### Met1 routing

Scale bar: 20 um. Supply wires on this layer in grey.
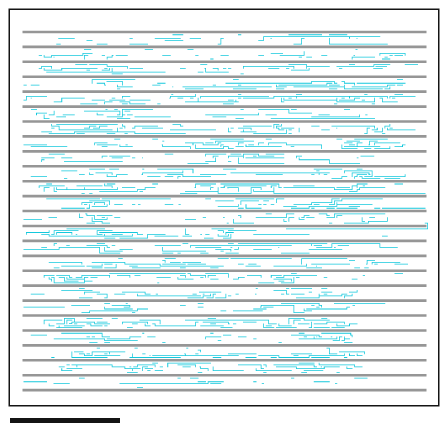
### Met2 routing

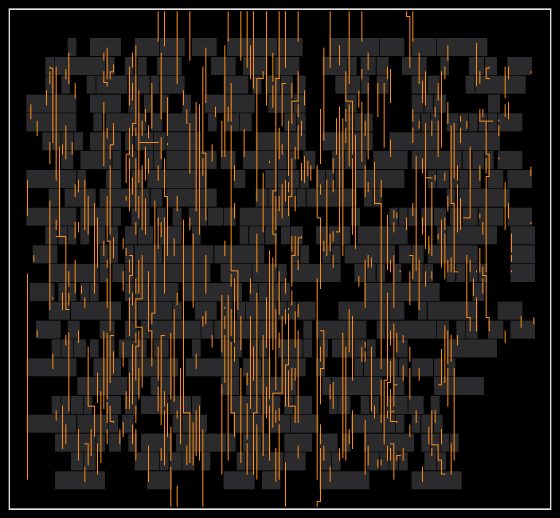
### Signal wires on met3

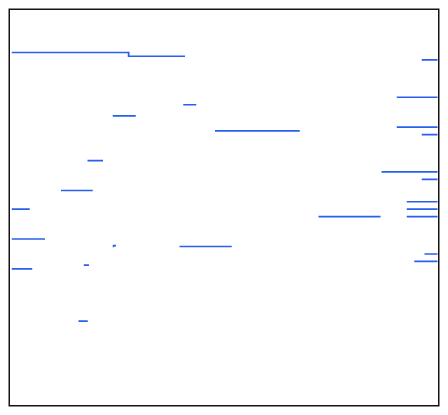
### Wire density map

The die is cut into 16 by 14 equal tiles; dark blue is low, red is high, scaled to the fullest tile. Values are wire area over tile area, all layers added.
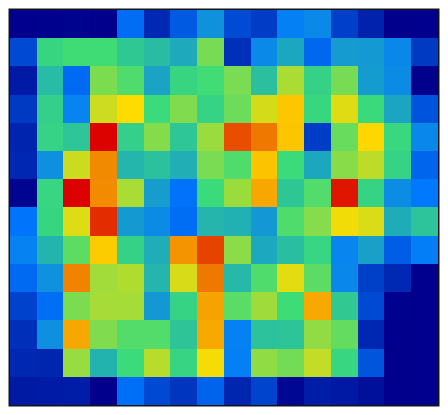
**src/rtl/led_fifo_rd_sched.sv**
```systemverilog
// Read-side scheduler for the LED pixel FIFO.
// Paces reads from a NOREG FIFO into a framed valid/ready pixel stream.
// Every line is followed by a fixed blanking gap that carries the panel latch pulse.
module led_fifo_rd_sched #(
    parameter int DATA_W   = 12,
    parameter int LINE_LEN = 64,
    parameter int LINES    = 32,
    parameter int GAP_CYC  = 4
) (
    input  logic              clkr,
    input  logic              rst,
    input  logic              en,
    output logic              fifo_re,
    input  logic [DATA_W-1:0] fifo_do,
    input  logic              fifo_empty,
    input  logic              fifo_aempty,
    output logic [DATA_W-1:0] m_data,
    output logic              m_valid,
    input  logic              m_ready,
    output logic              m_sol,
    output logic              m_eol,
    output logic              lat_pulse,
    output logic              frame_done,
    output logic              busy
);

    localparam int ISS_W  = $clog2(LINE_LEN + 1);
    localparam int SENT_W = $clog2(LINE_LEN);
    localparam int LINE_W = (LINES > 1) ? $clog2(LINES) : 1;
    localparam int GAP_W  = (GAP_CYC > 1) ? $clog2(GAP_CYC) : 1;

    localparam logic [ISS_W-1:0]  ISS_MAX   = ISS_W'(LINE_LEN);
    localparam logic [SENT_W-1:0] SENT_LAST = SENT_W'(LINE_LEN - 1);
    localparam logic [LINE_W-1:0] LINE_LAST = LINE_W'(LINES - 1);
    localparam logic [GAP_W-1:0]  GAP_LAST  = GAP_W'(GAP_CYC - 1);

    typedef enum logic [1:0] {
        IDLE,
        FILL,
        STREAM,
        GAP
    } state_t;

    state_t state;
    state_t state_nxt;

    logic [ISS_W-1:0]  issued;
    logic [SENT_W-1:0] sent;
    logic [LINE_W-1:0] line_idx;
    logic [GAP_W-1:0]  gap_cnt;

    // Two-entry skid buffer: buf0 is the head presented downstream, buf1 the tail.
    logic [DATA_W-1:0] buf0;
    logic [DATA_W-1:0] buf1;
    logic [1:0]        occ;
    logic              inflight;

    logic       head_valid;
    logic       xfer;
    logic [2:0] committed;
    logic       credit_ok;
    logic       line_end;

    // A slot freed by a transfer in this cycle can be reused immediately,
    // which is what lets the stream run at one pixel per clock.
    assign head_valid = (occ != 2'd0);
    assign xfer       = head_valid & m_ready;
    assign committed  = {1'b0, occ} + {2'b00, inflight};
    assign credit_ok  = (committed - {2'b00, xfer}) < 3'd2;
    assign line_end   = (state == STREAM) && xfer && (sent == SENT_LAST);

    // State register.
    always_ff @(posedge clkr) begin
        if (rst) begin
            state <= IDLE;
        end else begin
            state <= state_nxt;
        end
    end

    // Next-state selection; en only matters in IDLE and at the end of a gap.
    always_comb begin
        state_nxt = state;
        case (state)
            IDLE:    if (en) state_nxt = FILL;
            FILL:    if (!fifo_aempty) state_nxt = STREAM;
            STREAM:  if (line_end) state_nxt = GAP;
            GAP:     if (gap_cnt == GAP_LAST) state_nxt = en ? FILL : IDLE;
            default: state_nxt = IDLE;
        endcase
    end

    // Outputs: read enable gated by credit, empty flag and per-line read budget, plus framing flags.
    always_comb begin
        fifo_re    = 1'b0;
        if (!rst && (state == STREAM) && !fifo_empty && credit_ok && (issued < ISS_MAX)) begin
            fifo_re = 1'b1;
        end
        busy       = (state != IDLE);
        lat_pulse  = (state == GAP) && (gap_cnt == '0);
        m_valid    = head_valid;
        m_data     = buf0;
        m_sol      = head_valid && (sent == '0);
        m_eol      = head_valid && (sent == SENT_LAST);
        frame_done = line_end && (line_idx == LINE_LAST);
    end

    // Line bookkeeping: reads issued, pixels sent, line index and gap timer.
    always_ff @(posedge clkr) begin
        if (rst) begin
            issued   <= '0;
            sent     <= '0;
            line_idx <= '0;
            gap_cnt  <= '0;
        end else begin
            if (state == FILL) begin
                issued <= '0;
                sent   <= '0;
            end else begin
                if (fifo_re) begin
                    issued <= issued + ISS_W'(1);
                end
                if (xfer) begin
                    sent <= (sent == SENT_LAST) ? '0 : sent + SENT_W'(1);
                end
            end
            if (line_end) begin
                line_idx <= (line_idx == LINE_LAST) ? '0 : line_idx + LINE_W'(1);
            end
            if ((state == GAP) && (gap_cnt != GAP_LAST)) begin
                gap_cnt <= gap_cnt + GAP_W'(1);
            end else begin
                gap_cnt <= '0;
            end
        end
    end

    // Skid buffer: capture the word returned one cycle after each read, pop on transfer.
    // Reset also drops a pending read so its data is never captured.
    always_ff @(posedge clkr) begin
        if (rst) begin
            inflight <= 1'b0;
            occ      <= 2'd0;
            buf0     <= '0;
            buf1     <= '0;
        end else begin
            inflight <= fifo_re;
            case ({inflight, xfer})
                2'b10: begin
                    if (occ == 2'd0) begin
                        buf0 <= fifo_do;
                    end else begin
                        buf1 <= fifo_do;
                    end
                    occ <= occ + 2'd1;
                end
                2'b01: begin
                    buf0 <= buf1;
                    occ  <= occ - 2'd1;
                end
                2'b11: begin
                    if (occ == 2'd1) begin
                        buf0 <= fifo_do;
                    end else begin
                        buf0 <= buf1;
                        buf1 <= fifo_do;
                    end
                end
                default: begin
                end
            endcase
        end
    end

endmodule

```
**config.mk**
```make
export PLATFORM = sky130hd
export DESIGN_NAME = led_fifo_rd_sched
export DESIGN_NICKNAME = d
export VERILOG_FILES = /design/src/rtl/led_fifo_rd_sched.sv
export SDC_FILE = /design/constraint.sdc
export NUM_CORES = 1
export LEC_CHECK = 0
export ABC_AREA = 1
export CORE_AREA = 2 2 76 70
export CTS_BUF_LIST = sky130_fd_sc_hd__clkbuf_2 sky130_fd_sc_hd__clkbuf_4 sky130_fd_sc_hd__clkbuf_8
export CTS_CLUSTER_DIAMETER = 50
export DETAILED_ROUTE_END_ITERATION = 8
export DIE_AREA = 0 0 78 72
export PLACE_DENSITY_LB_ADDON = 0.1
export SYNTH_ARGS = -nofsm -noshare
export SYNTH_HDL_FRONTEND = slang
export SYNTH_SLANG_ARGS = --single-unit
export TNS_END_PERCENT = 30
```
**constraint.sdc**
```tcl
create_clock -name clkr -period 3.3 [get_ports clkr]
set_input_delay 0.66 -clock clkr [delete_from_list [all_inputs] [get_ports clkr]]
set_output_delay 0.66 -clock clkr [all_outputs]
set_load 0.01 [all_outputs]
```
==> metrics.sh <==
FIRST_GLOBAL_VIAS=2175
CLKTRANSATPATHREGS_NS=0.09
MAX_SLEW.WORST_PIN.SLEW_NS=0.945
SYNTH-COMPOUND-AREA-SHARE=0.0840
CTS_SETUP_BUFFERS=0
TOTAL_GLOBAL_ROUTING_OVERFLOW=0
TIMING.CRITICAL_PATH.CELLS='inv_1 -> ha_4 -> inv_2 -> nand2_4 -> inv_1 -> ha_1 -> nor2_1 -> inv_1 -> fa_1 -> nand3_2 -> nor2_4 -> clkdlybuf4s15_2'
CAP_VIOLATIONS=0
SYNTH.YOSYS.CHIP_AREA_SQ_UM=2670
CRIT_FAMILY='adder cells'
MET2WIRELENGTH_UM=2530
MAPPED_AREA_SQ_UM=2670
POST-ROUTE-MIN-PERIOD_NS=3.18
CRITPATHMAXSTAGEDELAY_NS=0.49
DRTITER0DRC=126
COMB-CELL-SHARE=0.439
SETUP_VIOL=0
CTS-BUFFERS-INSERTED=5
WHS_ENDPOINT='gap_cnt[0]'
DIE_X_UM=78
PLACEMENT.SETUP.WORST_SLACK_NS=-0.353
NUMBER_OF_ANTENNA_VIOLATIONS_AT_THE_FIRST_CHECK_IN_GLOBAL_ROUTING=0
REG2REG_SETUP_SLACK_NS=0.81
TRITONCTS='built'
YS_SH_MUX=0
WHS_PATH_DEPTH=1
FIN_SKEW_NS=0.00617
AREA_DELTA_SYNTH_FINAL_PCT=21.9
LAYOUT_SETUP_WS_NS=0.124
ROUTE.DETAILED.VIAS_PER_INST=4.80
YOSYS-TOP-CELLS-COUNT='66 x sky130_fd_sc_hd__nand2_1, 53 x sky130_fd_sc_hd__nor2_1, 52 x sky130_fd_sc_hd__inv_1, 49 x sky130_fd_sc_hd__dfxtp_1, 35 x sky130_fd_sc_hd__nand3_1'
RR_STARTPOINT='occ[0]'
ENABLE_FLOP_CELLS=0
REPORT.FINAL.SLEW_VIOL_COUNT=0
ARRIVAL_NS=2.52
TIMING.FINAL.HOLD_VIOLATIONS=0
HPWL_AFTER_DPL_UM=3720
SHARE_SEQ_OF_TOTAL_POWER=0.372
PROPORTION_OF_CELL_AREA_OCCUPIED_BY_REGISTERS=0.302
CLKSINKCOUNT=49
GRT_FIRST_PASS_WIRELENGTH_UM=9220
COREAREA_SQ_UM=4800
SWSHARE=0.326
SYNTH.CELLMIX.SIMPLESHARE=0.340
CRIT_PATH_TOP_DELAY_CELL='sky130_fd_sc_hd__fa_1'
HIGHEST_CLOCK_FREQUENCY_THE_DESIGN_CAN_MEET_GHz=0.315
CRITPATHMOSTFREQUENTCELL='sky130_fd_sc_hd__inv_1'
FINAL_AREA_SQ_UM=3250
YOSYS.AREA_SHARE.XOR_XNOR=0.0131
CP_MAX_FO=3
FINISH.CELL_COUNT_WITHOUT_FILLERS=474
MIN_PERIOD_OVER_PERIOD=0.962
DRTANTENNAVIOLNETS=0
TIMING.CRITICAL_PATH.DEPTH=12
CTS_RESIZED=5
SYNTH.LOGIC.TOP_FAMILY='simple AND/OR/NAND/NOR gates'
FIN_WORST_HOLD_SLACK_NS=0.449
TOP_POWER_GROUP='combinational cells'
MULTI_INPUT_COMB_CELLS=253
IO-PIN-COUNT=37
OUTCOME='completed'
POWER.INTERNAL_W=0.00136
CELL_WITH_THE_MOST_INSTANCES_AFTER_SYNTHESIS='sky130_fd_sc_hd__nand2_1'
CELLPOWERDENSITY_nW_PER_UM2=622
YOSYSCELLCOUNT=367
DRT_DRC_VIOLATIONS_LEFT=0
DRT_PRE_ANTENNA_ITERS=4
DRT-MET1-WL_UM=2490
DOMINANT-CELL-CLASS='combinational gates'
FINALCOREUTILIZATION=0.677
CRITPATHKIND='reg -> out'
MIN_FROM='gap_cnt[0]'
YOSYS_TOP_CELL_AREA_SHARE=0.368
SETUP.WORST_PATH.END='fifo_re'
CLOCKBUFFERCOUNT=5
SYNTH_FLOPS=49
COMB_POWER_W=0.000767
POWERSEQ_W=0.000752
COMMONEST_NON_FILL_NON_TAP_CELLS_IN_THE_LAYOUT='66 x sky130_fd_sc_hd__nand2_1, 53 x sky130_fd_sc_hd__nor2_1, 51 x sky130_fd_sc_hd__inv_1, 48 x sky130_fd_sc_hd__dfxtp_1'
GP_CONGESTION=0.853
SYNTHDOMINANTAREACELLTYPE='sky130_fd_sc_hd__dfxtp_1'
FLOORPLAN.TAPCELLS=65
FP-UTILIZATION=0.555
OPENROAD.WARNINGS=36
FP_NETS=404
YS_TOP_CELLS_BY_AREA='sky130_fd_sc_hd__dfxtp_1 37%, sky130_fd_sc_hd__nand2_1 9.3%, sky130_fd_sc_hd__ha_1 8.4%'
NUMBER_OF_FILL_CELLS_IN_THE_LAYOUT=404
WORST_IR_DROP_VDD_V=0.000383
IO_BUFFER_COUNT=36
WORST_SLEW_MARGIN_REL=0.370
SYNTHARSTFLOPSHARE=0
CTS_ROOT_BUFFER='sky130_fd_sc_hd__clkbuf_8'
SYNTH-WARNING-COUNT=0
POSTSYNTH.TOPFLOPCELL='sky130_fd_sc_hd__dfxtp_1'
DATA_PATH_BUFFER_SHARE_OF_CELL_AREA_IN_THE_FINAL_LAYOUT=0.129
SETUP_TNS_NS=0
CRITICAL_PATH_BUF_INV_COUNT=5
CLKPWRFRAC=0.249
-- 'Met1 routing' (at the start) --
share of all routed wire: 48%
main direction: horizontal
wire length on this layer: 2490 um
nets with wire on the layer: 398
met1 usage: 0.246
routed wire length: 5230 um
vias after detailed routing: 2277

-- 'Met2 routing' (at the start) --
nets with wire on the layer: 332
wire length on this layer: 2530 um
met2 demand-to-capacity share in global routing: 0.360

-- 'Signal wires on met3' (at the start) --
wire length on this layer: 150 um
main direction: horizontal
nets with wire on the layer: 21
global-route met3 utilization: 0.0498

-- 'Wire density map' (at the start) --
tiles over half the peak: 35%
fullest tile: 0.36
mean over tiles: 0.14
emptiest ninth of the die: lower right
nearly empty tiles: 8.5%
All-Layer GR Usage: 0.202
routed wire length per instance: 11.0 um

